$ cat src/rtl/mem_access_ctrl.sv
// Single-port RAM initiator: one request at a time, one-cycle strobes,
// read latency wait, and a held valid/ready response with range checking.
module mem_access_ctrl #(
    parameter int ADDR_W    = 16,
    parameter int DATA_W    = 16,
    parameter int RD_LAT    = 1,
    parameter int MEM_DEPTH = 255
) (
    input  logic              clk,
    input  logic              rst_n,
    input  logic              req_valid,
    output logic              req_ready,
    input  logic              req_write,
    input  logic [ADDR_W-1:0] req_addr,
    input  logic [DATA_W-1:0] req_wdata,
    output logic              rsp_valid,
    input  logic              rsp_ready,
    output logic [DATA_W-1:0] rsp_rdata,
    output logic              rsp_err,
    output logic              mem_read,
    output logic              mem_write,
    output logic [ADDR_W-1:0] mem_address,
    output logic [DATA_W-1:0] mem_wdata,
    input  logic [DATA_W-1:0] mem_rdata
);

    localparam int CW = $clog2(RD_LAT + 1);

    typedef enum logic [1:0] {
        IDLE,
        ISSUE,
        WAIT,
        RESP
    } state_t;

    state_t            state, state_nx;
    logic              is_wr, is_wr_nx;
    logic [CW-1:0]     cnt, cnt_nx;
    logic              req_ready_nx;
    logic              rsp_valid_nx;
    logic              rsp_err_nx;
    logic [DATA_W-1:0] rsp_rdata_nx;
    logic              mem_read_nx;
    logic              mem_write_nx;
    logic [ADDR_W-1:0] mem_address_nx;
    logic [DATA_W-1:0] mem_wdata_nx;
    logic              accept;
    logic              oor;

    assign accept = (state == IDLE) && req_valid && req_ready;
    assign oor    = 32'(req_addr) >= MEM_DEPTH;

    always_ff @(posedge clk or negedge rst_n) begin
        if (!rst_n) begin
            state       <= IDLE;
            is_wr       <= 1'b0;
            cnt         <= '0;
            req_ready   <= 1'b1;
            rsp_valid   <= 1'b0;
            rsp_err     <= 1'b0;
            rsp_rdata   <= '0;
            mem_read    <= 1'b0;
            mem_write   <= 1'b0;
            mem_address <= '0;
            mem_wdata   <= '0;
        end else begin
            state       <= state_nx;
            is_wr       <= is_wr_nx;
            cnt         <= cnt_nx;
            req_ready   <= req_ready_nx;
            rsp_valid   <= rsp_valid_nx;
            rsp_err     <= rsp_err_nx;
            rsp_rdata   <= rsp_rdata_nx;
            mem_read    <= mem_read_nx;
            mem_write   <= mem_write_nx;
            mem_address <= mem_address_nx;
            mem_wdata   <= mem_wdata_nx;
        end
    end

    always_comb begin
        state_nx        = state;
        is_wr_nx        = is_wr;
        cnt_nx          = cnt;
        req_ready_nx    = req_ready;
        rsp_valid_nx    = rsp_valid;
        rsp_err_nx      = rsp_err;
        rsp_rdata_nx    = rsp_rdata;
        mem_read_nx     = 1'b0;
        mem_write_nx    = 1'b0;
        mem_address_nx  = mem_address;
        mem_wdata_nx    = mem_wdata;
        unique case (state)
            IDLE: begin
                if (accept) begin
                    req_ready_nx = 1'b0;
                    is_wr_nx     = req_write;
                    if (oor) begin
                        rsp_valid_nx = 1'b1;
                        rsp_err_nx   = 1'b1;
                        rsp_rdata_nx = '0;
                        state_nx     = RESP;
                    end else begin
                        mem_address_nx = req_addr;
                        mem_wdata_nx   = req_write ? req_wdata : '0;
                        mem_read_nx    = !req_write;
                        mem_write_nx   = req_write;
                        state_nx       = ISSUE;
                    end
                end
            end
            ISSUE: begin
                cnt_nx = CW'(RD_LAT);
                if (is_wr) begin
                    rsp_valid_nx = 1'b1;
                    rsp_err_nx   = 1'b0;
                    rsp_rdata_nx = '0;
                    state_nx     = RESP;
                end else begin
                    state_nx = WAIT;
                end
            end
            WAIT: begin
                // Last wait cycle: RAM data_out is valid now
                if (cnt == CW'(1)) begin
                    rsp_rdata_nx = mem_rdata;
                    rsp_valid_nx = 1'b1;
                    rsp_err_nx   = 1'b0;
                    state_nx     = RESP;
                end else begin
                    cnt_nx = cnt - CW'(1);
                end
            end
            RESP: begin
                if (rsp_ready) begin
                    rsp_valid_nx = 1'b0;
                    rsp_err_nx   = 1'b0;
                    req_ready_nx = 1'b1;
                    state_nx     = IDLE;
                end
            end
            default: state_nx = IDLE;
        endcase
    end

endmodule
$ cat config.mk
export PLATFORM = sky130hd
export DESIGN_NAME = mem_access_ctrl
export DESIGN_NICKNAME = d
export VERILOG_FILES = /design/src/rtl/mem_access_ctrl.sv
export SDC_FILE = /design/constraint.sdc
export NUM_CORES = 1
export LEC_CHECK = 0
export CAP_MARGIN = 10
export CORE_ASPECT_RATIO = 0.75
export CORE_MARGIN = 4
export CORE_UTILIZATION = 38
export CTS_CLUSTER_DIAMETER = 100
export DETAILED_ROUTE_END_ITERATION = 8
export GPL_TIMING_DRIVEN = 0
export HOLD_SLACK_MARGIN = 0.06
export PLACE_DENSITY = 0.76
export SLEW_MARGIN = 30
export SYNTH_ARGS = -nofsm -noshare
export SYNTH_HDL_FRONTEND = slang
export SYNTH_SLANG_ARGS = --single-unit
$ cat constraint.sdc
create_clock -name clk -period 2 [get_ports clk]
set_input_delay 0.3 -clock clk [delete_from_list [all_inputs] [get_ports clk]]
set_output_delay 0.3 -clock clk [all_outputs]
set_load 0.01 [all_outputs]
clock_wires.png
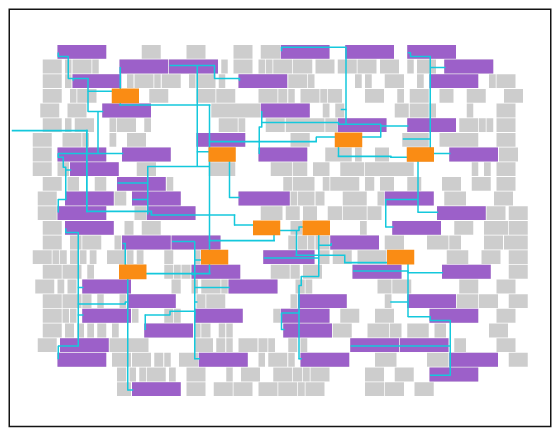
Key: cyan = clock wires [length 746 µm]; purple = flip-flops [count 57]; orange = clock-net drivers [count 9]
There are 10 routed clock nets. Position of the flops: spread over the die.
clock share of power: 21.9%
clock skew: 0.00598 ns
Clk. pwr: 0.935 mW
clk latency late pin: 0.32 ns

clock_nets.png
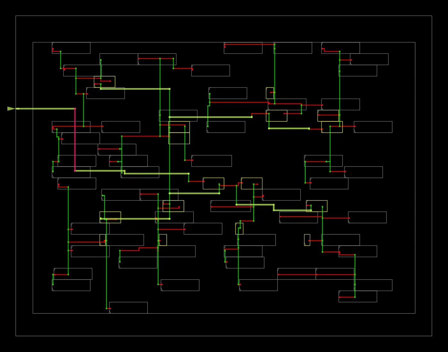
clk sinks: 57
Num CTS Buffers: 9
clock buffer count: 13
flop count: 57

class_map.png
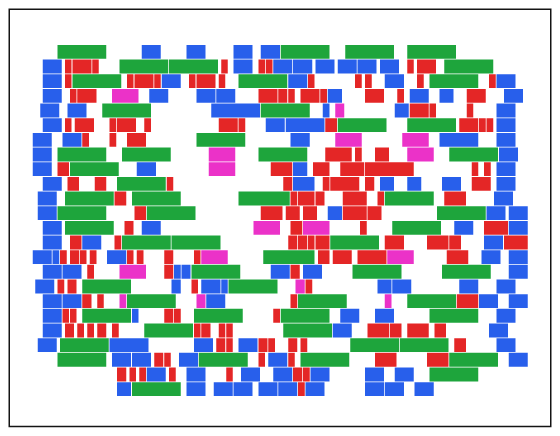
Key: blue = remaining buffers and delay cells [cells 125, share of their area 33%]; red = remaining logic cells [cells 154, share of their area 25%]; green = registers [cells 57, share of their area 38%]; magenta = clock drivers and dummy loads [cells 16, share of their area 4.6%]
utilization after layout: 64.7%
total core area: 6010 µm²

ff_map.png
Bar = 20 µm.
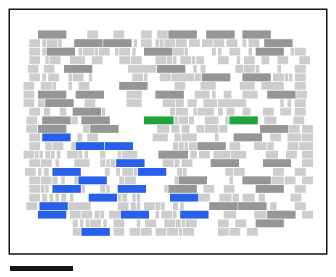
Key: green = state [sequential cells 2]; blue = mem_wdata [sequential cells 16]
Another 39 sequential cells are not coloured.
Seq. cell area: 1430 µm²
flop share of the area: 36.8%
Power Sequential: 1.49 mW

sizing.png
Bar = 20 µm.
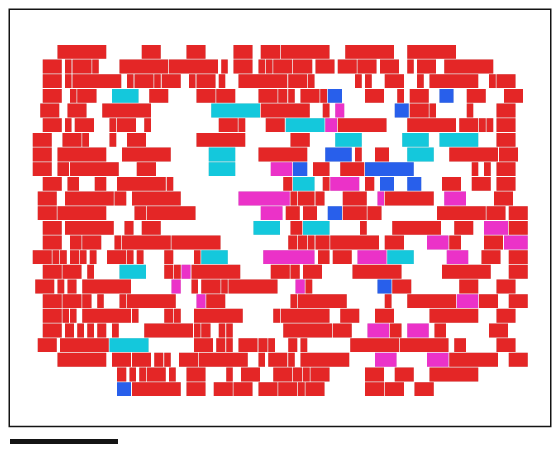
Key: red = x1 and smaller [cells 302, share 86%, most used clkdlybuf4s50_1]; cyan = x6 and larger [cells 16, share 4.5%, most used clkbuf_8]; blue = x3 and x4 [cells 11, share 3.1%, most used buf_4]; magenta = x2 [cells 23, share 6.5%, most used mux2_2]
final instance area: 3890 µm²
P&R area growth vs syn: 60.6%
Worst Slack Setup Final: 0.104 ns
Non-Clock Buffer Count: 125

==> impl_metrics.env <==
# yosys + openroad results
export IMPL_hold_path_class="in2reg"
export IMPL_place_port_buffers=104
export IMPL_die_y_um=77.1
export IMPL_htree_num_levels=3
export IMPL_cts_tree="yes"
export IMPL_ioPinCount=106
export IMPL_cp_cell_sequence="inv_1, ha_2, a21boi_1, a211o_1, a211o_1, buf_6, clkbuf_16, mux2i_1"
export IMPL_cpPeakStageDelay_ns=0.41
export IMPL_post_cts_buffers=2
export IMPL_hold_start="req_write"
export IMPL_finalSetupViolCount=0
export IMPL_grt_overflow=0
export IMPL_viasPerCell=4.64
export IMPL_avgSynthCellArea_um2=10.9
export IMPL_clockRootBuffer="clkbuf_8"
export IMPL_crit_reg2reg_launch="state[1]"
export IMPL_common_cells="dfrtp_1 (56), nand2_1 (48), inv_1 (23)"
export IMPL_p_leak_nw=1.78
export IMPL_fillers=493
export IMPL_slowest_stage="dfrtp_2"
export IMPL_nets=405
export IMPL_crit_cells=8
export IMPL_xor_area_share_pct=0
export IMPL_synthAoiAreaFrac_pct=7.60
export IMPL_dpl_hpwl_um=4320
export IMPL_cts_hold_buf=1
export IMPL_grt_pass1_vias=2069
export IMPL_synth_seq_share_pct=59.0
export IMPL_finalWeightedCongestion=0.789
export IMPL_synth_seq_cells=57
export IMPL_ys_types=28
export IMPL_clockBufferDepth=2
export IMPL_fp_util_pct=40.3
export IMPL_syn_inst=222
export IMPL_log_warning_count=30
export IMPL_wl_per_cell_um=13.9
export IMPL_simple_gate_share_pct=12.6
export IMPL_fin_crit_sh_pct=94.8
export IMPL_drt_pass1_iterations=5
export IMPL_vdd_ir_drop_max_v=0.000584
export IMPL_fa_ha_area_share_pct=2.58
export IMPL_cp_end_kind="flip-flop"
export IMPL_cp_arrival_ns=2.11
export IMPL_path_max_fanout=7
export IMPL_min_path_cells=3
export IMPL_critPathTopFamily="AND-OR/OR-AND gates"
export IMPL_fin_crit_ns=1.90
export IMPL_worstPathRequired_ns=2.21
export IMPL_route_vias_total=1994
export IMPL_drcViolationCount=0
export IMPL_yosysWarnings=0
export IMPL_ff_type="dfrtp_1"
export IMPL_hold_ws_ns=0.352
export IMPL_drt_iter0_drc=53
export IMPL_yosys_area_um2=2420
export IMPL_top_area_cell="dfrtp_1"
export IMPL_ys_cells=222
export IMPL_most_common_cell="dfrtp_1"
export IMPL_antenna_found_initial=0
export IMPL_grt_util_all_layers_pct=16.0
export IMPL_drive_gt1_share_pct=14.2
export IMPL_yosys_area_top_type_share_pct=57.9
export IMPL_place_inst=405
export IMPL_async_reset_ff_share_pct=100
export IMPL_n_antenna_cell=0
export IMPL_ctsResizeCount=2
export IMPL_grt_first_pass_wirelength_um=9730
export IMPL_drtAntennaViolNets=0
export IMPL_worst_pin_slew_ns=0.441
export IMPL_outcome="completed"
export IMPL_dieArea_um2=7730
export IMPL_fmax_ghz=0.527
export IMPL_total_power_mw=4.27
export IMPL_maxSlewHeadroom_pct=70.6
export IMPL_endpoint="rsp_rdata[5]"
export IMPL_comb_area_um2=867
export IMPL_drt_total_wl_um=5960
export IMPL_hold_end="mem_wdata[1]"
export IMPL_rsz0062_at_grt="false"
export IMPL_ff2ff_setup_slack_ns=0.10
export IMPL_grt_max_degree=33
export IMPL_hold_violations=0
export IMPL_worstSetupPathType="reg2reg"
export IMPL_mux_share_pct=11.7
export IMPL_syn_cell_area_um2=2420
export IMPL_syn_nets=280
export IMPL_placed_area_um2=3580
export IMPL_final_cells=430
export IMPL_rows=24
export IMPL_die_w_um=100
export IMPL_final_setup_tns_ns=0
export IMPL_dp_slack_ns=-0.229
export IMPL_cp_startpoint="state[1]"
export IMPL_top_logic_kind="simple AND/OR/NAND/NOR gates"
export IMPL_reg2reg_depth=8
export IMPL_powerDensity_nw_per_um2=1100
export IMPL_drv_slew=0
export IMPL_clk_pin_slew_ns=0.06
export IMPL_maxCapViolCount=0
export IMPL_edf_count=0
export IMPL_path_buffers=3
export IMPL_startpoint_type="flip-flop"
export IMPL_crit_path_frequent_cell="a211o_1"
export IMPL_topCellsByArea="dfrtp_1 (58%), nand2_1 (7.4%), mux2i_1 (7.0%), mux2_2 (4.7%), o21ai_0 (4.1%)"
export IMPL_r2r_end="rsp_rdata[5]"
[worst register-to-register path, stage by stage, from the launching register on]
cell and delay, ns:
dfrtp_2 0.41, inv_1 0.09, ha_2 0.21, a21boi_1 0.15
a211o_1 0.26, a211o_1 0.24, buf_6 0.15, clkbuf_16 0.16
mux2i_1 0.11
[power by group]
part | internal (mW) | leakage, nW | switching [mW] | total (mW)
registers | 1.37 | 0.766 | 0.121 | 1.49
clock network | 0.511 | 0.0932 | 0.424 | 0.935
logic | 1.09 | 0.919 | 0.754 | 1.85
[registers in the layout (all words and copies together) (netlist names)]
register     count
mem_read         1
rsp_err          1
rsp_valid        1
is_wr            1
rsp_rdata       16
mem_address     16
mem_wdata       16
state            2
req_ready        1
cnt              1
mem_write        1
[placed cells by master, fill, tap and decap left out, drive strengths merged, types with 3 or more instances in the layout]
master / count
inv: 23
and2: 8
buf: 13
clkbuf: 21
clkdlybuf4s50: 103
mux2i: 17
clkinv: 3
o21ai: 20
nand2: 48
ha: 5
a211oi: 3
nor2: 3
dfrtp: 56
mux2: 10
[area by class of cell]
cell class | count | share of cell area (%)
Multi-Input combinational cell | 131 | 22.3
Tap cell | 78 | 2.51
Timing Repair Buffer | 115 | 30.0
Inverter | 23 | 2.22
Clock buffer | 13 | 4.09
Buffer | 10 | 1.74
Sequential cell | 57 | 36.8
Clock inverter | 3 | 0.386
[layer usage]
| metal | wire length (µm) | GRT usage, % | part of all wire [%] | up-vias |
|---|---|---|---|---|
| met5 | 0 | 0 | 0 | - |
| met4 | 14 | 4.04 | 0.23 | 0 |
| met3 | 512 | 6.71 | 8.6 | 2 |
| met2 | 2800 | 26.1 | 47 | 74 |
| met1 | 2630 | 19.6 | 44 | 941 |
| li1 | - | - | - | 977 |
No activity file was given, so power comes from the tool's default toggle rates.
